File: src/rtl/hex_line_sender.sv
// hex_line_sender
//   Captures a binary value and prints it as ASCII hex, most significant
//   nibble first. When ADD_CRLF is set, CR LF follows the digits. The bytes
//   are fed one at a time into a UART transmitter byte interface.
//
// Ports
//   clk          system clock
//   rstn         asynchronous active-low reset
//   value        value to print; sampled when a request is accepted
//   value_valid  request to print value
//   value_ready  high while idle; the request is accepted when value_valid is also high
//   tx_busy      UART transmitter is busy with a byte
//   tx_send      byte presented to the UART; holds the last issued byte between strobes
//   tx_ready     one-cycle strobe; the UART latches tx_send
//   busy         high while a line is in progress (~value_ready)
//   overrun      sticky; set by a request that was dropped while busy
//   dbg_state    current FSM state (IDLE=0, ISSUE=1, ACCEPT=2, DRAIN=3)
//
// Handshake: a request is taken at a rising edge where value_valid and
// value_ready are both high. tx_ready is a single-cycle strobe. It is asserted
// only in ISSUE and only while tx_busy is low. The UART samples tx_send in the
// strobe cycle.
module hex_line_sender #(
    parameter int DATA_WIDTH = 16,
    parameter int ADD_CRLF   = 1,
    parameter int UPPERCASE  = 1
) (
    input  logic                  clk,
    input  logic                  rstn,
    input  logic [DATA_WIDTH-1:0] value,
    input  logic                  value_valid,
    output logic                  value_ready,
    input  logic                  tx_busy,
    output logic [7:0]            tx_send,
    output logic                  tx_ready,
    output logic                  busy,
    output logic                  overrun,
    output logic [1:0]            dbg_state
);

    localparam int NIB = DATA_WIDTH / 4;
    localparam int IW  = $clog2(NIB + 2);
    localparam logic [IW-1:0] LAST_IDX = IW'((ADD_CRLF != 0) ? NIB + 1 : NIB - 1);
    localparam logic [IW-1:0] CR_IDX   = IW'(NIB);
    localparam logic [7:0]    ALPHA    = (UPPERCASE != 0) ? 8'h41 : 8'h61;

    localparam logic [1:0] S_IDLE   = 2'd0;
    localparam logic [1:0] S_ISSUE  = 2'd1;
    localparam logic [1:0] S_ACCEPT = 2'd2;
    localparam logic [1:0] S_DRAIN  = 2'd3;

    logic [1:0]            state_q, state_d;
    logic [IW-1:0]         idx_q, idx_d;
    logic [DATA_WIDTH-1:0] hold_q, hold_d;
    logic [7:0]            send_q, send_d;
    logic                  overrun_q, overrun_d;
    // A request was seen while busy and has not yet been resolved. A pending
    // request becomes an overrun only if it is withdrawn before the block
    // returns to idle. A request held through the end of the line is simply
    // accepted afterwards.
    logic                  pend_q, pend_d;

    logic [3:0]            nib;
    logic [7:0]            char_cur;

    // Select the nibble for the current character index.
    always_comb begin
        nib = '0;
        for (int i = 0; i < NIB; i++) begin
            if (idx_q == IW'(i)) begin
                nib = hold_q[DATA_WIDTH-1-4*i -: 4];
            end
        end
    end

    always_comb begin
        char_cur = 8'h00;
        if (idx_q < CR_IDX) begin
            if (nib < 4'd10) begin
                char_cur = 8'h30 + {4'h0, nib};
            end else begin
                char_cur = ALPHA + {4'h0, nib} - 8'd10;
            end
        end else if (idx_q == CR_IDX) begin
            char_cur = 8'h0D;
        end else begin
            char_cur = 8'h0A;
        end
    end

    assign value_ready = (state_q == S_IDLE);
    assign busy        = ~value_ready;
    assign tx_ready    = (state_q == S_ISSUE) && !tx_busy;
    assign tx_send     = tx_ready ? char_cur : send_q;
    assign overrun     = overrun_q;
    assign dbg_state   = state_q;

    always_comb begin
        state_d = state_q;
        idx_d   = idx_q;
        hold_d  = hold_q;
        send_d  = send_q;
        case (state_q)
            S_IDLE: begin
                if (value_valid) begin
                    hold_d  = value;
                    idx_d   = '0;
                    state_d = S_ISSUE;
                end
            end
            S_ISSUE: begin
                if (!tx_busy) begin
                    send_d  = char_cur;
                    state_d = S_ACCEPT;
                end
            end
            // The UART raises tx_busy one cycle after the strobe, so tx_busy
            // is not trusted in this cycle.
            S_ACCEPT: state_d = S_DRAIN;
            S_DRAIN: begin
                if (!tx_busy) begin
                    if (idx_q == LAST_IDX) begin
                        state_d = S_IDLE;
                    end else begin
                        idx_d   = idx_q + 1'b1;
                        state_d = S_ISSUE;
                    end
                end
            end
            default: state_d = S_IDLE;
        endcase
    end

    always_comb begin
        pend_d    = pend_q;
        overrun_d = overrun_q;
        if (value_ready) begin
            pend_d = 1'b0;
        end else if (value_valid) begin
            pend_d = 1'b1;
        end else if (pend_q) begin
            overrun_d = 1'b1;
        end
    end

    always_ff @(posedge clk or negedge rstn) begin
        if (!rstn) begin
            state_q   <= S_IDLE;
            idx_q     <= '0;
            hold_q    <= '0;
            send_q    <= 8'h00;
            overrun_q <= 1'b0;
            pend_q    <= 1'b0;
        end else begin
            state_q   <= state_d;
            idx_q     <= idx_d;
            hold_q    <= hold_d;
            send_q    <= send_d;
            overrun_q <= overrun_d;
            pend_q    <= pend_d;
        end
    end

endmodule

File: config.mk
export PLATFORM = sky130hd
export DESIGN_NAME = hex_line_sender
export DESIGN_NICKNAME = d
export VERILOG_FILES = /design/src/rtl/hex_line_sender.sv
export SDC_FILE = /design/constraint.sdc
export NUM_CORES = 1
export LEC_CHECK = 0
export ABC_AREA = 1
export CORE_MARGIN = 2
export CORE_UTILIZATION = 50
export CTS_CLUSTER_DIAMETER = 30
export CTS_CLUSTER_SIZE = 24
export DETAILED_ROUTE_END_ITERATION = 10
export GPL_ROUTABILITY_DRIVEN = 0
export PLACE_DENSITY = 0.81
export SETUP_SLACK_MARGIN = 0.4
export SLEW_MARGIN = 20
export SYNTH_ARGS = -nofsm -noshare
export SYNTH_HDL_FRONTEND = slang
export SYNTH_SLANG_ARGS = --single-unit
File: constraint.sdc
create_clock -name clk -period 2.3 [get_ports clk]
set_input_delay 0.46 -clock clk [delete_from_list [all_inputs] [get_ports clk]]
set_output_delay 0.46 -clock clk [all_outputs]
set_load 0.005 [all_outputs]
==> Slide: Implementation Results <==
Synthesis and Place & Route Summary

Synth
  – Chip area estimate from yosys synthesis: 1620 sq um
  – Number of cell instances after yosys synthesis: 177
  – Most used DFF post-synth: sky130_fd_sc_hd__dfrtp_1
  – Largest area contributor in the synthesized netlist: sky130_fd_sc_hd__dfrtp_1
  – Proportion of register bits with asynchronous set or reset after synthesis: 100%
  – Number of synthesized register bits: 30
  – Most instantiated cells after synthesis: sky130_fd_sc_hd__nand2_1 (34), sky130_fd_sc_hd__dfrtp_1 (30), sky130_fd_sc_hd__inv_1 (19)
  – Syn_area_per_cell: 9.16 sq um
  – Number of warnings printed during yosys synthesis: 0
  – Nets in the synthesized netlist: 206
  – Top area cell types: sky130_fd_sc_hd__dfrtp_1 (46%), sky130_fd_sc_hd__mux2_2 (9.7%), sky130_fd_sc_hd__nand2_1 (7.9%)
  – Cell area after synthesis: 1620 sq um
  – Post-synthesis cell type count: 28
  – Most instantiated library cell after synthesis: sky130_fd_sc_hd__nand2_1
  – Area share of the leading cell type in the synthesized netlist: 46.3%
  – Sequential-to-total area share from yosys stat: 46.3%

Run
  – OpenROAD warning count: 34
  – Max capacitance violation total: 0

Cells and area
  – Biggest regs: hold_q x16, send_q x7, idx_q x3
  – Multi-input gate area in the final layout: 946 sq um
  – Leading cell kind: logic gates
  – Highest-count cells in the layout ignoring fill and taps: sky130_fd_sc_hd__dfrtp_1 (29), sky130_fd_sc_hd__nand2_1 (28), sky130_fd_sc_hd__buf_4 (28)
  – Nonclk buf count: 70
  – Final #Nets: 280
  – Clock buffer count in the final layout: 7
  – Clock distribution area overhead in the final layout: 1.79%
  – Synthesis-to-finish area growth: 55.5%
  – Logic gate fraction of the total cell area: 37.5%
  – Non-clock buffering overhead in the final layout: 24.5%
  – Antenna diode count: 0
  – Finished layout cell area: 2520 sq um
  – Sequential Area: 752 sq um
  – Layout Utilization: 81.9%
  – Number of flip-flops in the largest register: 16
  – Proportion of layout cells with a drive suffix above 1: 47.0%
  – FILL cells: 165

Global routing
  – Routing layer with the top usage in global route: met2
  – Global routing usage on met3: 9.38%
  – Grt total ovfl: 0
  – Global routing met1 resource utilization: 25.4%
  – First-pass GRT wire length: 6.66 mm
  – Vias in the first global route: 1538
  – Maximum number of pins on one net before global-route repair: 31

Clocking
  – Number of gates given a new drive strength after cts: 61
  – Total CTS buffers: 5
  – Max clock buf depth: 2
  – Post-CTS setup-driven buffer insertion count: 8
  – Library cell used as clock root buffer: sky130_fd_sc_hd__clkbuf_4
  – Clock tree from TritonCTS: built
  – Clock edge transition at the registers on the reported setup and hold paths: 0.10 ns
  – Worst-skew pair later-pin latency: 0.35 ns
  – Count of hold buffers inserted by post-cts repair: 0

Final timing
  – Unrepaired setup endpoints after global routing: true
  – Min setup slack post-route: -0.510 ns
  – # setup viols final: 7
  – Clock skew after layout: 0.0131 ns
  – Post-route minimum period: 2.81 ns
  – Achievable clock frequency: 356 MHz
  – Final hold violations: 0
  – Max Slew Vio Count: 0

Drt
  – Number of remaining DRC errors: 0
  – Met3 WL post-DR: 214 um
  – DRT met1 WL: 1.77 mm
  – Uppermost signal routing layer after detailed routing: met4
  – Pre-Repair DR Iteration Count: 4
  – Length of routed met2 wiring: 2.52 mm
  – Routed Antenna Nets: 0
  – Violation count after the first detailed-routing iteration: 36

Min path
  – Min-delay worst type: in2async

Pwr
  – Worst ir drop on vdd: 0.927 mV
  – Power per cell area: 1550 nW/um^2
  – P_leak: 1.18 nW
  – Total design power: 3.91 mW

Worst setup path
  – Worst flop-to-flop path startpoint: idx_q[2]
  – Minimum setup slack among reg-to-reg paths: 0.26 ns
  – CP endpoint kind: output pin
  – WP buf/inv: 4
  – Startpoint class of the critical path: flop
  – Max stage delay cell, worst path: sky130_fd_sc_hd__dfrtp_1
  – Slowest Stage Delay on Critical Path: 0.43 ns
  – Category of cells accounting for the largest share of critical-path delay: simple AND/OR/NAND/NOR gates
  – Class of the most critical setup path: reg2out
  – Cell breakdown of the critical path: inv_2, ha_4, nor2_4, nand3_2, nand3_4, a21oi_4, buf_4, buf_6, nand2_4, nand2_4, nand2_1, nand3_2, a21oi_2, buf_2
  – Highest fanout seen on the critical path: 5
  – Data arrival time at the worst-slack endpoint: 2.35 ns

Floorplanning
  – Height of the die: 61.0 um
  – Core utilization before placement: 52.7%
  – Die Footprint: 3710 sq um
  – Horizontal die dimension: 61.0 um

Placement
  – Standard cell area after detailed placement: 2210 sq um
  – Detailed Place HPWL: 2.89 mm

Status
  – Violations in the final reports: setup timing
  – Outcome: finished, violations left
-- metrics by stage --
| step | setup slack (ns) | setup TNS (ns) | hold WS (ns) | instances |
|---|---|---|---|---|
| after detailed placement | -0.443 | -2.44 | 0.462 | 271 |
| final | -0.510 | -3.24 | 0.478 | 295 |
| after global routing | -0.681 | -4.15 | 0.504 | 295 |
| after global placement | -0.355 | -1.96 | 0.452 | 271 |
| after floorplan | 0.218 | 0 | 0.164 | 177 |
| after CTS | -0.402 | -2.11 | 0.487 | 286 |
-- report_power, final --
group | internal, mW | switching (mW)
clock network | 0.115 | 0.187
logic | 1.31 | 1.33
registers | 0.784 | 0.188
-- kinds of logic (layout without fill, tap and decap cells) --
kind of cell / count (synthesis) / in the layout / synth area share (%)
AND-OR/OR-AND: 26 / 26 / 9.41
adder cells (fa/ha/maj): 9 / 9 / 6.94
buffers and inverters: 26 / 100 / 7.25
flip-flops: 30 / 30 / 46.3
multiplexers: 14 / 14 / 9.72
other: 1 / 1 / 0.231
AND/OR/NAND/NOR: 71 / 71 / 20.1
-- worst reg2reg max path: cells and delay by family (launching register included) --
| kind | cells | cell delay, ns |
|---|---|---|
| flip-flops | 1 | 0.54 |
| adder cells (fa/ha/maj) | 2 | 0.33 |
| AND/OR/NAND/NOR | 3 | 0.23 |
| buffers and inverters | 6 | 0.55 |
| AND-OR/OR-AND | 3 | 0.28 |
-- worst max-delay path by stage --
stage                     slack (ns)  cells after the start  startpoint         end
after floorplan                 0.22                     15    idx_q[1]  tx_send[2]
after global placement         -0.35                     16    idx_q[1]  tx_send[2]
after detailed placement       -0.44                     13    idx_q[1]  tx_send[2]
after CTS                      -0.40                     13    idx_q[0]  tx_send[2]
after global routing           -0.68                     16    idx_q[1]  tx_send[2]
final                          -0.51                     14    idx_q[1]  tx_send[0]
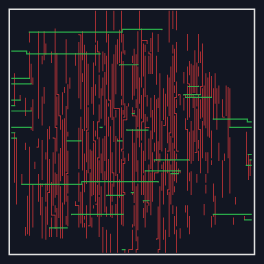
(images/layers.png)
Scale: 4 px per um. Two of the layers only.
M3 -> green  # wire length 214 um
M2 -> red  # wire length 2520 um
via total after detailed routing: 1530
detailed-route wire length per cell: 15.8 um
total detailed-routing wirelength: 4.65 mm
total routing resource utilization after global routing: 25.5%

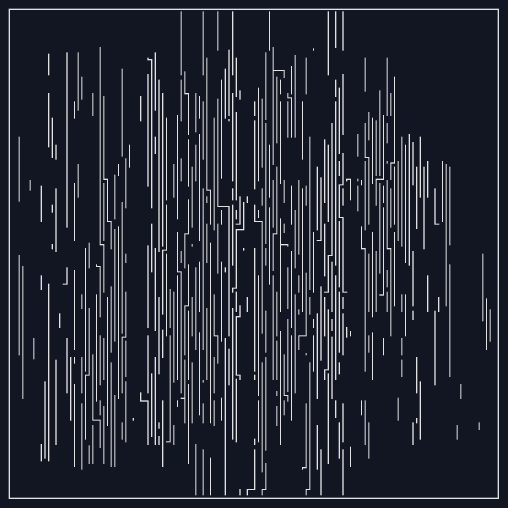
(images/m2.png)
Scale: 8 px per um.
main direction = vertical
wire length on this layer = 2520 um
nets with wire on the layer = 249
share of all routed wire = 54%
longest straight run = 24.7 um
global routing met2 resource utilization: 45.9%

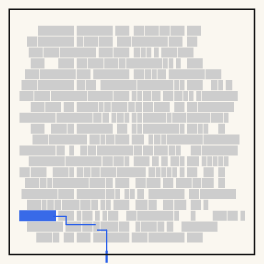
(images/port_trees.png)
Scale: 4 px per um.
value_ready -> blue  # bits 1, direction output, edge south, end cells 1, buffers 1, wire 20.5 um
Ports: 34
total of buffers placed on input and output ports: 32

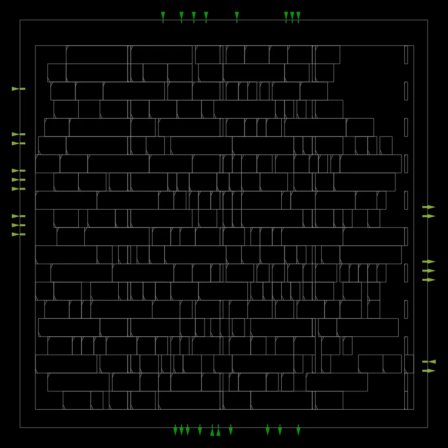
(images/placed.png)
Std-Cell Rows: 20
num sequential: 30
Seq area share: 29.8%
Core Area: 3080 sq um

Power is estimated from default activity; no workload was simulated.
